[config.mk]
export PLATFORM = sky130hd
export DESIGN_NAME = picture_window_walker_flat
export DESIGN_NICKNAME = d
export VERILOG_FILES = /design/src/rtl/picture_window_walker_if.sv /design/src/rtl/picture_window_walker.sv /design/src/flat_wrapper.sv
export SDC_FILE = /design/constraint.sdc
export NUM_CORES = 2
export LEC_CHECK = 0
export CORE_MARGIN = 10
export CORE_UTILIZATION = 70
export CTS_BUF_LIST = sky130_fd_sc_hd__clkbuf_8
export DETAILED_ROUTE_END_ITERATION = 8
export GPL_TIMING_DRIVEN = 1
export HOLD_SLACK_MARGIN = 0.08
export PLACE_DENSITY = 0.89
export SETUP_SLACK_MARGIN = 0.15
export SYNTH_ARGS = -nofsm -noshare
export SYNTH_HDL_FRONTEND = slang
export SYNTH_SLANG_ARGS = --single-unit
[constraint.sdc]
create_clock -name clk -period 24.8 [get_ports clk]
set_input_delay 4.96 -clock clk [delete_from_list [all_inputs] [get_ports clk]]
set_output_delay 4.96 -clock clk [all_outputs]
set_load 0.02 [all_outputs]
[src/rtl/picture_window_walker_if.sv]
`default_nettype none
// ============================================================================
// Module      : picture_window_walker_if
// Description : Beat stream from the window walker to the feature-map read port.
// Revision    : 1.0 - initial release
// ============================================================================
interface picture_window_walker_if #(
    parameter int N_UNITS = 4,
    parameter int ADDR_W  = 32
);
    logic                            out_valid;
    logic                            out_ready;
    logic [N_UNITS-1:0][ADDR_W-1:0]  addr_out;
    logic [N_UNITS-1:0]              lane_valid;
    logic [N_UNITS-1:0]              pad_mask;

    modport master (
        output out_valid,
        output addr_out,
        output lane_valid,
        output pad_mask,
        input  out_ready
    );

    modport slave (
        input  out_valid,
        input  addr_out,
        input  lane_valid,
        input  pad_mask,
        output out_ready
    );
endinterface
`default_nettype wire

[src/rtl/picture_window_walker.sv]
`default_nettype none
// ============================================================================
// Module      : picture_window_walker
// Description : Convolution-window address walker for N_UNITS parallel output
//               columns with stride, dilation and (PAD_MASK_EN) zero padding.
// Revision    : 1.0 - initial release
// ============================================================================
module picture_window_walker #(
    parameter int N_UNITS = 4,
    parameter int ADDR_W  = 32,
    parameter int DIM_W   = 16,
    parameter int K_W     = 8
) (
    input  logic                     clk,
    input  logic                     rst,
    input  logic                     start_i,
    input  logic [ADDR_W-1:0]        cfg_base_i,
    input  logic [DIM_W-1:0]         cfg_width_i,
    input  logic [DIM_W-1:0]         cfg_height_i,
    input  logic [K_W-1:0]           cfg_kernel_i,
    input  logic [K_W-1:0]           cfg_dilation_i,
    input  logic [K_W-1:0]           cfg_stride_i,
    input  logic [K_W-1:0]           cfg_pad_i,
    input  logic [N_UNITS-1:0]       active_units_i,
    output logic                     busy_o,
    output logic                     done_o,
    picture_window_walker_if.master  bus
);
    localparam int OW = DIM_W + 1;
    localparam int SW = DIM_W + 2;
    localparam int CW = DIM_W + 2*K_W + 2;

    typedef enum logic [1:0] {
        S_IDLE = 2'd0,
        S_LOAD = 2'd1,
        S_RUN  = 2'd2,
        S_DONE = 2'd3
    } state_t;

    // A position is in range when its whole (dilated) window fits the padded extent.
    function automatic logic fits(input logic [OW-1:0] pos, input logic [K_W-1:0] stride,
                                  input logic [2*K_W-1:0] span, input logic [CW-1:0] limit);
        return (CW'(pos) * CW'(stride) + CW'(span)) < limit;
    endfunction

    state_t                 state_q, state_d;
    logic [OW-1:0]          oy_q, oy_d, oxg_q, oxg_d;
    logic [K_W-1:0]         ky_q, ky_d, kx_q, kx_d;
    logic [ADDR_W-1:0]      base_q;
    logic [DIM_W-1:0]       width_q;
    logic [K_W-1:0]         k_q, dil_q, stride_q, pad_q;
    logic [N_UNITS-1:0]     active_q;
    logic [2*K_W-1:0]       span_q;
    logic [CW-1:0]          ext_w_q, ext_h_q;

    logic [K_W-1:0]         w_dil, w_stride, w_pad;
    logic [2*K_W-1:0]       w_span;
    logic [CW-1:0]          w_ext_w, w_ext_h;
    logic                   w_empty, w_run, w_accept;
    logic signed [SW-1:0]   w_iy;
    logic [ADDR_W-1:0]      w_row;
    logic [N_UNITS-1:0]     w_lv_vec, w_pm_vec;
    logic [N_UNITS-1:0][ADDR_W-1:0] w_addr_vec;

`ifdef PAD_MASK_EN
    logic [DIM_W-1:0]       height_q;
    assign w_pad = cfg_pad_i;

    always_ff @(posedge clk) begin
        if (rst) begin
            height_q <= '0;
        end else if (state_q == S_LOAD) begin
            height_q <= cfg_height_i;
        end
    end
`else
    logic                   w_unused_pad;
    assign w_pad        = '0;
    assign w_unused_pad = ^cfg_pad_i;
`endif

    always_comb begin
        w_dil    = (cfg_dilation_i == '0) ? K_W'(1) : cfg_dilation_i;
        w_stride = (cfg_stride_i == '0) ? K_W'(1) : cfg_stride_i;
        w_span   = (2*K_W)'(w_dil) * (2*K_W)'(cfg_kernel_i - K_W'(1));
        w_ext_w  = CW'(cfg_width_i) + CW'(w_pad) + CW'(w_pad);
        w_ext_h  = CW'(cfg_height_i) + CW'(w_pad) + CW'(w_pad);
        w_empty  = (cfg_kernel_i == '0) || (CW'(w_span) >= w_ext_w) || (CW'(w_span) >= w_ext_h);
    end

    assign w_run    = (state_q == S_RUN);
    assign w_accept = w_run && bus.out_ready;

    always_comb begin
        state_d = state_q;
        oy_d    = oy_q;
        oxg_d   = oxg_q;
        ky_d    = ky_q;
        kx_d    = kx_q;
        case (state_q)
            S_IDLE: if (start_i) state_d = S_LOAD;
            S_LOAD: begin
                oy_d    = '0;
                oxg_d   = '0;
                ky_d    = '0;
                kx_d    = '0;
                state_d = w_empty ? S_DONE : S_RUN;
            end
            S_RUN: begin
                if (w_accept) begin
                    if (kx_q != k_q - K_W'(1)) begin
                        kx_d = kx_q + K_W'(1);
                    end else begin
                        kx_d = '0;
                        if (ky_q != k_q - K_W'(1)) begin
                            ky_d = ky_q + K_W'(1);
                        end else begin
                            ky_d = '0;
                            if (fits(oxg_q + OW'(N_UNITS), stride_q, span_q, ext_w_q)) begin
                                oxg_d = oxg_q + OW'(N_UNITS);
                            end else begin
                                oxg_d = '0;
                                if (fits(oy_q + OW'(1), stride_q, span_q, ext_h_q)) begin
                                    oy_d = oy_q + OW'(1);
                                end else begin
                                    state_d = S_DONE;
                                end
                            end
                        end
                    end
                end
            end
            S_DONE:  state_d = S_IDLE;
            default: state_d = S_IDLE;
        endcase
    end

    always_ff @(posedge clk) begin
        if (rst) begin
            state_q  <= S_IDLE;
            oy_q     <= '0;
            oxg_q    <= '0;
            ky_q     <= '0;
            kx_q     <= '0;
            base_q   <= '0;
            width_q  <= '0;
            k_q      <= '0;
            dil_q    <= '0;
            stride_q <= '0;
            pad_q    <= '0;
            active_q <= '0;
            span_q   <= '0;
            ext_w_q  <= '0;
            ext_h_q  <= '0;
        end else begin
            state_q <= state_d;
            oy_q    <= oy_d;
            oxg_q   <= oxg_d;
            ky_q    <= ky_d;
            kx_q    <= kx_d;
            if (state_q == S_LOAD) begin
                base_q   <= cfg_base_i;
                width_q  <= cfg_width_i;
                k_q      <= cfg_kernel_i;
                dil_q    <= w_dil;
                stride_q <= w_stride;
                pad_q    <= w_pad;
                active_q <= active_units_i;
                span_q   <= w_span;
                ext_w_q  <= w_ext_w;
                ext_h_q  <= w_ext_h;
            end
        end
    end

    // Coordinates only need to be exact modulo 2^SW; valid taps always fit.
    assign w_iy  = SW'(oy_q) * SW'(stride_q) - SW'(pad_q) + SW'(ky_q) * SW'(dil_q);
    assign w_row = base_q + {{(ADDR_W-SW){w_iy[SW-1]}}, w_iy} * ADDR_W'(width_q);

    for (genvar u = 0; u < N_UNITS; u++) begin : g_lane
        logic [OW-1:0]         w_ox;
        logic signed [SW-1:0]  w_ix;

        assign w_ox        = oxg_q + OW'(u);
        assign w_ix        = SW'(w_ox) * SW'(stride_q) - SW'(pad_q) + SW'(kx_q) * SW'(dil_q);
        assign w_lv_vec[u] = w_run && active_q[u] && fits(w_ox, stride_q, span_q, ext_w_q);
`ifdef PAD_MASK_EN
        assign w_pm_vec[u] = w_lv_vec[u] &&
                             ((w_ix < 0) || (w_ix >= $signed({2'b00, width_q})) ||
                              (w_iy < 0) || (w_iy >= $signed({2'b00, height_q})));
`else
        assign w_pm_vec[u] = 1'b0;
`endif
        assign w_addr_vec[u] = (w_lv_vec[u] && !w_pm_vec[u]) ?
                               w_row + {{(ADDR_W-SW){w_ix[SW-1]}}, w_ix} : '0;
    end

    assign bus.out_valid  = w_run;
    assign bus.lane_valid = w_lv_vec;
    assign bus.pad_mask   = w_pm_vec;
    assign bus.addr_out   = w_addr_vec;
    assign busy_o         = (state_q == S_LOAD) || w_run;
    assign done_o         = (state_q == S_DONE);

endmodule
`default_nettype wire
[src/flat_wrapper.sv]
// flat-port wrapper written by rule: the top's interface ports become plain ports
module picture_window_walker_flat 
#(
    parameter int N_UNITS = 4,
    parameter int ADDR_W  = 32,
    parameter int DIM_W   = 16,
    parameter int K_W     = 8
)
  (clk, rst, start_i, cfg_base_i, cfg_width_i, cfg_height_i, cfg_kernel_i, cfg_dilation_i, cfg_stride_i, cfg_pad_i, active_units_i, busy_o, done_o, bus_out_valid, bus_addr_out, bus_lane_valid, bus_pad_mask, bus_out_ready);
  picture_window_walker_if #(.N_UNITS(N_UNITS), .ADDR_W(ADDR_W)) bus_i ();
  input  logic clk;
  input  logic rst;
  input  logic start_i;
  input  logic [ADDR_W-1:0] cfg_base_i;
  input  logic [DIM_W-1:0] cfg_width_i;
  input  logic [DIM_W-1:0] cfg_height_i;
  input  logic [K_W-1:0] cfg_kernel_i;
  input  logic [K_W-1:0] cfg_dilation_i;
  input  logic [K_W-1:0] cfg_stride_i;
  input  logic [K_W-1:0] cfg_pad_i;
  input  logic [N_UNITS-1:0] active_units_i;
  output logic busy_o;
  output logic done_o;
  output wire logic [$bits(bus_i.out_valid)-1:0] bus_out_valid;
  output wire logic [$bits(bus_i.addr_out)-1:0] bus_addr_out;
  output wire logic [$bits(bus_i.lane_valid)-1:0] bus_lane_valid;
  output wire logic [$bits(bus_i.pad_mask)-1:0] bus_pad_mask;
  input wire logic [$bits(bus_i.out_ready)-1:0] bus_out_ready;
  assign bus_out_valid = bus_i.out_valid;
  assign bus_addr_out = bus_i.addr_out;
  assign bus_lane_valid = bus_i.lane_valid;
  assign bus_pad_mask = bus_i.pad_mask;
  assign bus_i.out_ready = bus_out_ready;
  picture_window_walker #(.N_UNITS(N_UNITS), .ADDR_W(ADDR_W), .DIM_W(DIM_W), .K_W(K_W)) u_core (.clk(clk), .rst(rst), .start_i(start_i), .cfg_base_i(cfg_base_i), .cfg_width_i(cfg_width_i), .cfg_height_i(cfg_height_i), .cfg_kernel_i(cfg_kernel_i), .cfg_dilation_i(cfg_dilation_i), .cfg_stride_i(cfg_stride_i), .cfg_pad_i(cfg_pad_i), .active_units_i(active_units_i), .busy_o(busy_o), .done_o(done_o), .bus(bus_i));
endmodule
### Track usage over the die

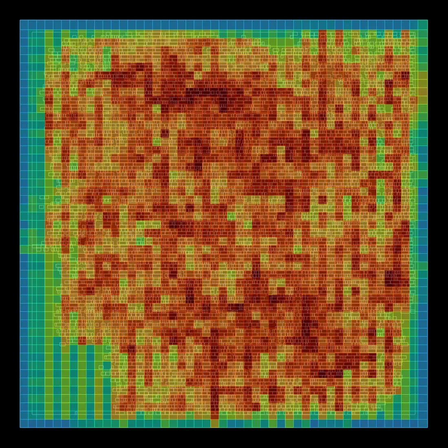
gr busiest metal: met2
GRT Util Overall: 36.06%
Core Util, Final: 74.53%
met3 Use GR: 7.774%

### Power grid

The bar under the picture is 100 um long. Pins as bars on the die edge. Tap cells in gray.
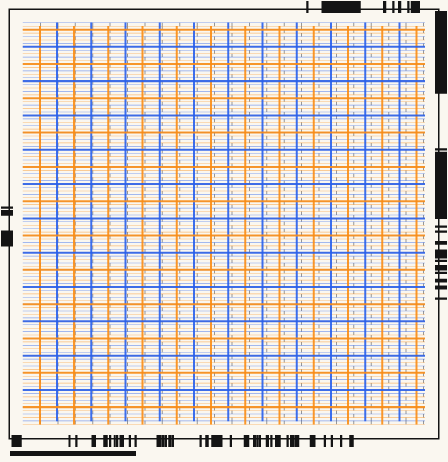
[VSS] orange
[VDD] blue
met4 straps: 23
met1 rails: 118
signal pins: 243

### Layout detail

Window x 242 to 267, y 72 to 97 um. Cells in gray, sequential cells in the stronger gray; small squares are vias.
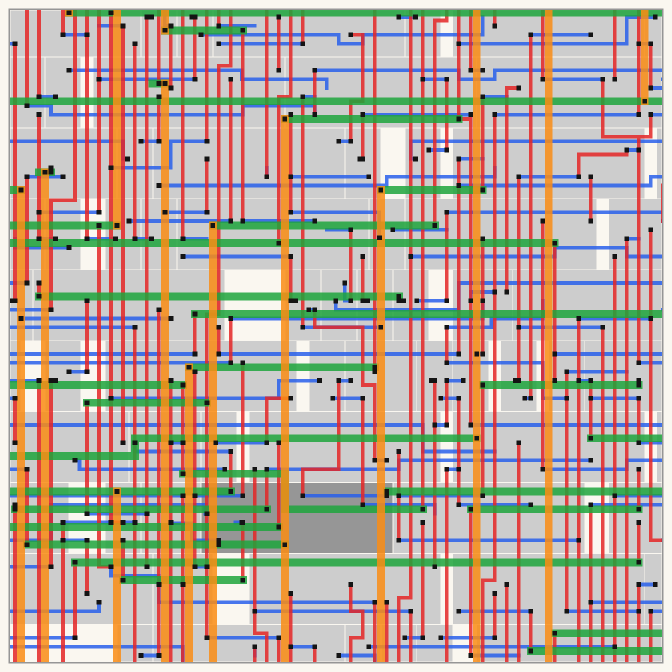
[M2] red
[M4] orange
[M1] blue
[M3] green
sequential cells in the window: 1
netlist names of flops here include: u_core.ext_w_q (1)
most frequent: inv_1 (26), fa_1 (23), and2_1 (3)
cells with their middle in the window: 57

### Signal wires by layer

Two of the layers only.
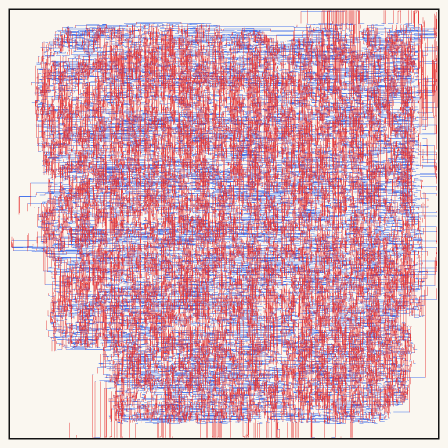
[M1] blue | wire length: 74.3 mm
[M2] red | wire length: 93.8 mm

### M4 wires

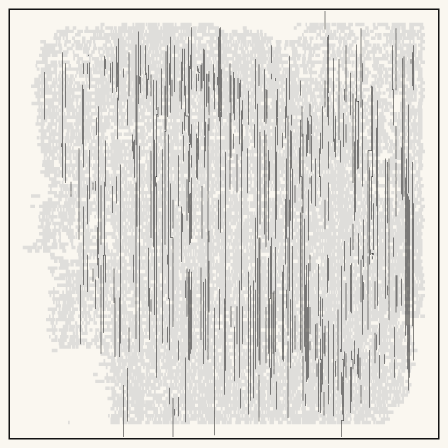
share of all routed wire: 8.4%
nets with wire on the layer: 288
longest straight run: 186 um

==> results.yml <==
# yosys + openroad results
logic_synthesis:
  ff_type: "dfxtp_1"
  syn_area_um2: 71350
  synth.most_common_cell: "inv_1"
  ys_sh_aoi_pct: 9.627
  synth_top_area_share_pct: 37.85
  simple_gate_share_pct: 15.40
detailed_routing:
  m1WireLength_mm: 74.30
  wl_met3_mm: 21.11
finish:
  nNetsFinal: 10650
  layout_top_cell: "inv_1"
  fin_cells: 9724
  dominant_cells: "combinational gates"
  fill_cells: 6968
  design_area_um2: 75610
final_timing:
  setup-violations-final: 0
  relSlewSlack_pct: 12.51
  setup_ws_ps: 4165
grt:
  grt.met2_usage_pct: 57.94
  grt_pass1_wl_mm: 330.3
pwr:
  p_comb_mw: 2.33
  power.density_nw_per_um2: 39.63
  ir_worst_vdd_mv: 0.06682
critical_path:
  cp_max_fo: 33
  cp_slowest_cell: "xnor2_1"
  required_ps: 19840
  cp-start-kind: "flop"
  worstSetupPathType: "flop to output pin"
clock_tree:
  cts_setup_buffers: 0
  path_clk_slew_ps: 100
  htree_num_levels: 4
  cts_buffer_depth: 2
run_status:
  status: "completed"
job:
  cap_violations: 0
Power figures rest on the tool's default switching activity, not on a simulated workload.
